congestion_map.png
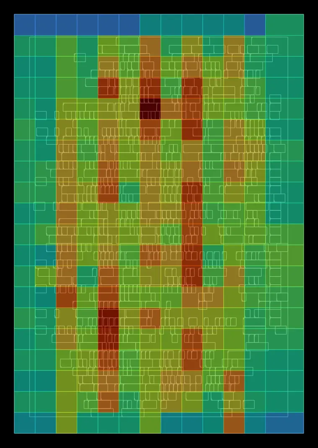
class_map.png
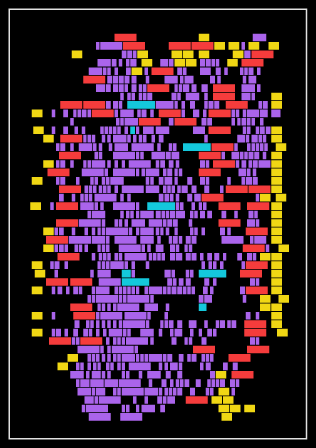
floorplan.png
Scale bar: 20 um. Pins as bars on the die edge.
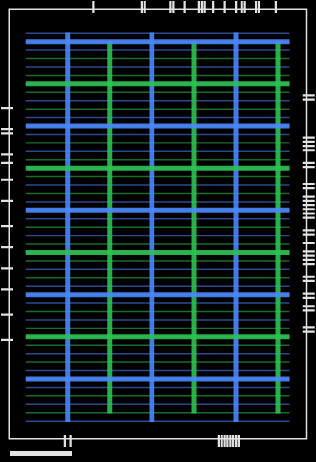
<file path="src/rtl/player_pkg.sv">
// Shared types and sizing helpers for the music player controller.
// The PLAYER_FADE_EN build uses the FADE state; the default build never enters it.
package player_pkg;

  typedef enum logic [2:0] {
    S_IDLE   = 3'd0,
    S_PLAY   = 3'd1,
    S_PAUSE  = 3'd2,
    S_SWITCH = 3'd3,
    S_FADE   = 3'd4
  } player_state_e;

  localparam int unsigned UNDERRUN_W = 8;

  // Width of a song index, never narrower than one bit.
  function automatic int unsigned SONG_IDX_W(input int unsigned num_songs);
    return (num_songs > 1) ? $clog2(num_songs) : 1;
  endfunction

endpackage

</file>
<file path="src/rtl/player_vol_scale.sv">
// Signed PCM sample times an unsigned gain, arithmetic-shifted down by the gain width.
// The product width leaves one spare bit, so the result never overflows SAMPLE_W.
module player_vol_scale #(
  parameter int unsigned SAMPLE_W = 16,
  parameter int unsigned VOL_W    = 4
) (
  input  logic [SAMPLE_W-1:0] sample_i,
  input  logic [VOL_W-1:0]    gain_i,
  output logic [SAMPLE_W-1:0] scaled_o
);

  localparam int unsigned PROD_W = SAMPLE_W + VOL_W + 1;

  logic signed [PROD_W-1:0] sample_ext;
  logic signed [PROD_W-1:0] gain_ext;
  logic signed [PROD_W-1:0] prod;

  // Sign-extend the sample, zero-extend the gain, multiply and scale back down.
  assign sample_ext = PROD_W'($signed(sample_i));
  assign gain_ext   = PROD_W'({1'b0, gain_i});
  assign prod       = sample_ext * gain_ext;
  assign scaled_o   = SAMPLE_W'(prod >>> VOL_W);

endmodule

</file>
<file path="src/rtl/music_player_ctrl.sv">
// Playback controller: song selection, play/pause, frame-paced sample fetch,
// digital volume and underrun counting. Define PLAYER_FADE_EN to fade out of PLAY.
module music_player_ctrl
  import player_pkg::*;
#(
  parameter int unsigned NUM_SONGS    = 4,
  parameter int unsigned SAMPLE_W     = 16,
  parameter int unsigned NUM_CH       = 2,
  parameter int unsigned VOL_W        = 4,
  parameter int unsigned VOL_RESET    = 12,
  parameter int unsigned AUTO_ADVANCE = 1
) (
  input  logic                           clk,
  input  logic                           reset,
  input  logic                           play_btn,
  input  logic                           next_btn,
  input  logic                           prev_btn,
  input  logic                           vol_up,
  input  logic                           vol_dn,
  input  logic                           new_frame,
  output logic                           sample_req,
  input  logic                           sample_valid,
  input  logic [SAMPLE_W-1:0]            sample_in,
  input  logic                           song_done,
  output logic [SONG_IDX_W(NUM_SONGS)-1:0] song_sel,
  output logic                           song_start,
  output logic [NUM_CH*SAMPLE_W-1:0]     pcm_out,
  output logic                           playing,
  output logic [UNDERRUN_W-1:0]          underrun_cnt
);

  localparam int unsigned IDX_W = SONG_IDX_W(NUM_SONGS);
  localparam logic [IDX_W-1:0] SEL_LAST = IDX_W'(NUM_SONGS - 1);
  localparam logic [VOL_W-1:0] VOL_MAX  = '1;
  localparam logic [VOL_W-1:0] VOL_INIT = VOL_W'(VOL_RESET);

  player_state_e             state_q, state_d, target_q, target_d;
  player_state_e             act_state_c, act_target_c;
  logic [IDX_W-1:0]          song_sel_q, song_sel_d, act_sel_c, sel_next_c, sel_prev_c, sel_nav_c;
  logic                      act_c;
  logic [VOL_W-1:0]          vol_q, gain_c;
  logic [SAMPLE_W-1:0]       hold_q, scaled_c;
  logic [NUM_CH*SAMPLE_W-1:0] pcm_q;
  logic [UNDERRUN_W-1:0]     underrun_q;
  logic                      new_frame_q, pending_q, sample_req_q, song_start_q, playing_q;
  logic                      tick_c, nav_c, stream_c, vol_ok_c, pend_live_c;

`ifdef PLAYER_FADE_EN
  player_state_e             fade_state_q, fade_state_d, fade_target_q, fade_target_d;
  logic [IDX_W-1:0]          fade_sel_q, fade_sel_d;
  logic [VOL_W-1:0]          att_q, fade_gain_c;
  logic [2*VOL_W-1:0]        fade_prod_c;

  assign fade_prod_c = {VOL_W'(0), vol_q} * {VOL_W'(0), att_q};
  assign fade_gain_c = fade_prod_c[2*VOL_W-1:VOL_W];
  assign stream_c    = (state_q == S_PLAY) || ((state_q == S_FADE) && (att_q != '0));
  assign gain_c      = (state_q == S_FADE) ? fade_gain_c : vol_q;
`else
  assign stream_c    = (state_q == S_PLAY);
  assign gain_c      = vol_q;
`endif

  // Event decode: frame edge, single-direction navigation and wrapped song indices.
  assign tick_c      = new_frame & ~new_frame_q;
  assign nav_c       = next_btn ^ prev_btn;
  assign sel_next_c  = (song_sel_q == SEL_LAST) ? '0 : song_sel_q + IDX_W'(1);
  assign sel_prev_c  = (song_sel_q == '0) ? SEL_LAST : song_sel_q - IDX_W'(1);
  assign sel_nav_c   = next_btn ? sel_next_c : sel_prev_c;
  assign vol_ok_c    = (state_q != S_SWITCH) && (state_q != S_FADE);
  assign pend_live_c = pending_q & ~sample_valid;

  player_vol_scale #(
    .SAMPLE_W (SAMPLE_W),
    .VOL_W    (VOL_W)
  ) u_vol_scale (
    .sample_i (hold_q),
    .gain_i   (gain_c),
    .scaled_o (scaled_c)
  );

  // Next-state decode with song_done > next/prev > play_btn priority.
  always_comb begin
    state_d      = state_q;
    target_d     = target_q;
    song_sel_d   = song_sel_q;
    act_c        = 1'b0;
    act_state_c  = state_q;
    act_target_c = target_q;
    act_sel_c    = song_sel_q;
`ifdef PLAYER_FADE_EN
    fade_state_d  = fade_state_q;
    fade_target_d = fade_target_q;
    fade_sel_d    = fade_sel_q;
`endif
    case (state_q)
      S_IDLE: begin
        if (nav_c) begin
          song_sel_d = sel_nav_c;
          target_d   = S_IDLE;
          state_d    = S_SWITCH;
        end else if (play_btn) begin
          target_d = S_PLAY;
          state_d  = S_SWITCH;
        end
      end
      S_PLAY: begin
        if (song_done) begin
          act_c = 1'b1;
          if (AUTO_ADVANCE != 0) begin
            act_state_c  = S_SWITCH;
            act_target_c = S_PLAY;
            act_sel_c    = sel_next_c;
          end else begin
            act_state_c = S_IDLE;
          end
        end else if (nav_c) begin
          act_c        = 1'b1;
          act_state_c  = S_SWITCH;
          act_target_c = S_PLAY;
          act_sel_c    = sel_nav_c;
        end else if (play_btn) begin
          act_c       = 1'b1;
          act_state_c = S_PAUSE;
        end
        if (act_c) begin
`ifdef PLAYER_FADE_EN
          state_d       = S_FADE;
          fade_state_d  = act_state_c;
          fade_target_d = act_target_c;
          fade_sel_d    = act_sel_c;
`else
          state_d    = act_state_c;
          target_d   = act_target_c;
          song_sel_d = act_sel_c;
`endif
        end
      end
      S_PAUSE: begin
        if (nav_c) begin
          song_sel_d = sel_nav_c;
          target_d   = S_PAUSE;
          state_d    = S_SWITCH;
        end else if (play_btn) begin
          state_d = S_PLAY;
        end
      end
      S_SWITCH: state_d = target_q;
`ifdef PLAYER_FADE_EN
      S_FADE: begin
        if (tick_c && (att_q == '0)) begin
          state_d    = fade_state_q;
          target_d   = fade_target_q;
          song_sel_d = fade_sel_q;
        end
      end
`endif
      default: state_d = S_IDLE;
    endcase
  end

  // State, volume, sample fetch, underrun counter and PCM output registers.
  always_ff @(posedge clk) begin
    if (reset) begin
      state_q      <= S_IDLE;
      target_q     <= S_IDLE;
      song_sel_q   <= '0;
      vol_q        <= VOL_INIT;
      hold_q       <= '0;
      pending_q    <= 1'b0;
      pcm_q        <= '0;
      underrun_q   <= '0;
      new_frame_q  <= 1'b0;
      sample_req_q <= 1'b0;
      song_start_q <= 1'b0;
      playing_q    <= 1'b0;
`ifdef PLAYER_FADE_EN
      fade_state_q  <= S_IDLE;
      fade_target_q <= S_IDLE;
      fade_sel_q    <= '0;
      att_q         <= VOL_MAX;
`endif
    end else begin
      state_q      <= state_d;
      target_q     <= target_d;
      song_sel_q   <= song_sel_d;
      new_frame_q  <= new_frame;
      song_start_q <= (state_d == S_SWITCH);
      playing_q    <= (state_d == S_PLAY);
      sample_req_q <= 1'b0;

      if (vol_ok_c && vol_up && !vol_dn && (vol_q != VOL_MAX)) begin
        vol_q <= vol_q + VOL_W'(1);
      end else if (vol_ok_c && vol_dn && !vol_up && (vol_q != '0)) begin
        vol_q <= vol_q - VOL_W'(1);
      end

      if (sample_valid && pending_q) begin
        hold_q    <= sample_in;
        pending_q <= 1'b0;
      end

      if (tick_c) begin
        if (stream_c) begin
          pcm_q <= {NUM_CH{scaled_c}};
          if (!pend_live_c) begin
            sample_req_q <= 1'b1;
            pending_q    <= 1'b1;
          end else if (underrun_q != '1) begin
            underrun_q <= underrun_q + UNDERRUN_W'(1);
          end
        end else begin
          pcm_q <= '0;
        end
      end

      if (state_q == S_SWITCH) begin
        hold_q    <= '0;
        pending_q <= 1'b0;
      end

`ifdef PLAYER_FADE_EN
      fade_state_q  <= fade_state_d;
      fade_target_q <= fade_target_d;
      fade_sel_q    <= fade_sel_d;
      if ((state_q == S_FADE) && tick_c) begin
        att_q <= (att_q == '0) ? VOL_MAX : att_q - VOL_W'(1);
      end
`endif
    end
  end

  assign sample_req   = sample_req_q;
  assign song_start   = song_start_q;
  assign song_sel     = song_sel_q;
  assign pcm_out      = pcm_q;
  assign playing      = playing_q;
  assign underrun_cnt = underrun_q;

endmodule
</file>
<file path="config.mk">
export PLATFORM = sky130hd
export DESIGN_NAME = music_player_ctrl
export DESIGN_NICKNAME = d
export VERILOG_FILES = /design/src/rtl/player_pkg.sv /design/src/rtl/player_vol_scale.sv /design/src/rtl/music_player_ctrl.sv
export SDC_FILE = /design/constraint.sdc
export NUM_CORES = 1
export LEC_CHECK = 0
export ABC_AREA = 1
export CORE_ASPECT_RATIO = 1.5
export CORE_MARGIN = 5
export CORE_UTILIZATION = 45
export DETAILED_ROUTE_END_ITERATION = 7
export PLACE_DENSITY = 0.74
export SYNTH_ARGS = -nofsm -noshare
export SYNTH_HDL_FRONTEND = slang
export SYNTH_SLANG_ARGS = --single-unit
</file>
<file path="constraint.sdc">
create_clock -name clk -period 7.9 [get_ports clk]
set_input_delay 1.58 -clock clk [delete_from_list [all_inputs] [get_ports clk]]
set_output_delay 1.58 -clock clk [all_outputs]
set_load 0.1 [all_outputs]
</file>
==> Changelog: implementation <==
### Changed

- Status: finished, final reports clean
- Buf/Inv on CP: 4
- Reg-to-Reg Start: gain_c[3]
- Clk pwr: 0.225 mW
- Sequential share of power: 0.492
- Root buf cell: clkbuf_16
- Hold Path Origin: target_q[1]
- Ys cells: 721
- ClkCell Share: 0.0254
- P_comb: 0.0947 mW
- Total power: 0.629 mW
- Most common cell in the netlist: nand2_1
- Hold Path Depth: 2
- WL met2: 5.47 mm
- Vias in the first global route: 4163
- Grt ovf: 0
- Seq_cells: 56
- Xor+xnor area frac: 0.0160
- Synth-to-layout area growth: 17.2%
- Crit path cell chain: nand2_1 -> inv_1 -> ha_1 -> fa_1 -> inv_1 -> fa_1 -> inv_1 -> ha_1 -> inv_1 -> o21ai_0 -> a21oi_1 -> nor2_1 -> nor3_1 -> nand3_1 -> nand3_1 -> a21oi_1
- RePlAce Congestion: 0.869
- Post-synth EDFFs: 0
- Non-clk bufs: 70
- Synth top area share: 0.228
- Synthesis-stage register bit count: 56
- DR pass1 iterations: 4
- Comb area leader: simple AND/OR/NAND/NOR gates
- Chip area: 13200 um2
- Max Slew Vio Count: 0
- H-tree depth: 2
- Crit-path slowest cell: dfxtp_1
- PwrDens: 109 nW/um2
- Worst hold-check path type: flip-flop to flip-flop
- Final Hold Vio Count: 0
- Synth area leaders: dfxtp_1, nand2_1, fa_1, inv_1, ha_1
- Syn Nets: 819
- Well Taps: 144
- Largest stage delay, worst path: 0.74 ns
- Rows: 46
- Post-Route M1 WL: 4.56 mm
- Stages on worst setup path: 16
- Setup_tns: 0 ns
- First-pass GRT wire length: 17.7 mm
- Critical Path Sink Type: flip-flop
- Critical path startpoint: gain_c[3]
- WL/cell: 11.5 um
- Buffering overhead: 0.121
- Fin cells: 912
- Post-route cell area: 5770 um2
- Maximum number of pins on one net before global-route repair: 30
- Iteration-0 DRC Markers: 118
- Antenna Violating Nets Remaining: 0
- Hold Path End: target_q[1]
- CP required: 8.04 ns
- Top Metal Used: met4
- Flop share of the area: 0.194
- Area of the multi-input gates: 2990 um2
- Layout cells sized above 1: 0.0339
- Post-Syn Area: 4920 um2
- Inverters: 167
- Post-synth top flop: dfxtp_1
- Sw Share: 0.294
- Placed wire-length estimate: 8.73 mm
- IO Pins: 71
- Met2 Usage GRT: 0.298
- YS chip area: 4920 um2
- DRC Markers: 0
- Reg area: 1120 um2
- R2r worst-path depth: 16
- # clock sinks: 56
- Final clock skew: 0.00324 ns
- Worst hold margin: 0.470 ns
- Top delay family on crit path: adder cells
- Crit path top cell by count: inv_1
- Cell Type Count: 40
- #MultiIn Comb: 467
- Drt via density: 4.73
- Top Layout Cells: nand2_1, inv_1, clkdlybuf4s50_1, a21oi_1, dfxtp_1
- CP Launch Type: flip-flop
- Chip Width: 95.4 um
- Routed wire length: 10.5 mm
- DP Area: 5620 um2
- Async SR Flop Fraction: 0
- Clock power share: 0.358
- Slew @ Worst Pin: 1.11 ns
- Leak Pwr: 3.04 nW
- ANT cells: 0
- Post-CTS Hold Buffers: 0
- Top cell excl fill/tap: nand2_1
- Unrepaired setup endpoints after global routing: no
- Core region area: 10600 um2
- Setup ws final: 3.97 ns
- Tcrit/Tclk final: 0.497
- Cell type with the largest total area: dfxtp_1
- Setup-failing EPs final: 0
- Worst slew margin: 0.261
- Number of fill cells: 1041
- Syn_area_per_cell: 6.82 um2
- Routed wire length on met3: 349 um
- Combinational share of cell area: 0.518
- Mux cell area share: 0
About congestion_map.png:
gr busiest metal: met2
routing usage on met3: 0.0212
Util after Layout: 0.542
total track usage: 0.161
GRT met1 Usage: 0.190

About class_map.png:
- clock drivers and dummy loads: cyan (cells 8; share of their area 2.6%)
- remaining buffers and delay cells: yellow (cells 70; share of their area 13%)
- remaining logic cells: purple (cells 634; share of their area 65%)
- sequential cells: red (cells 56; share of their area 20%)

About floorplan.png:
- VSS: blue
- VDD: green
- signal pins: 71
- met4 straps: 6
- met5 straps: 9
- rows: 46
- met1 rails: 47

Power and IR drop assume default switching activity.
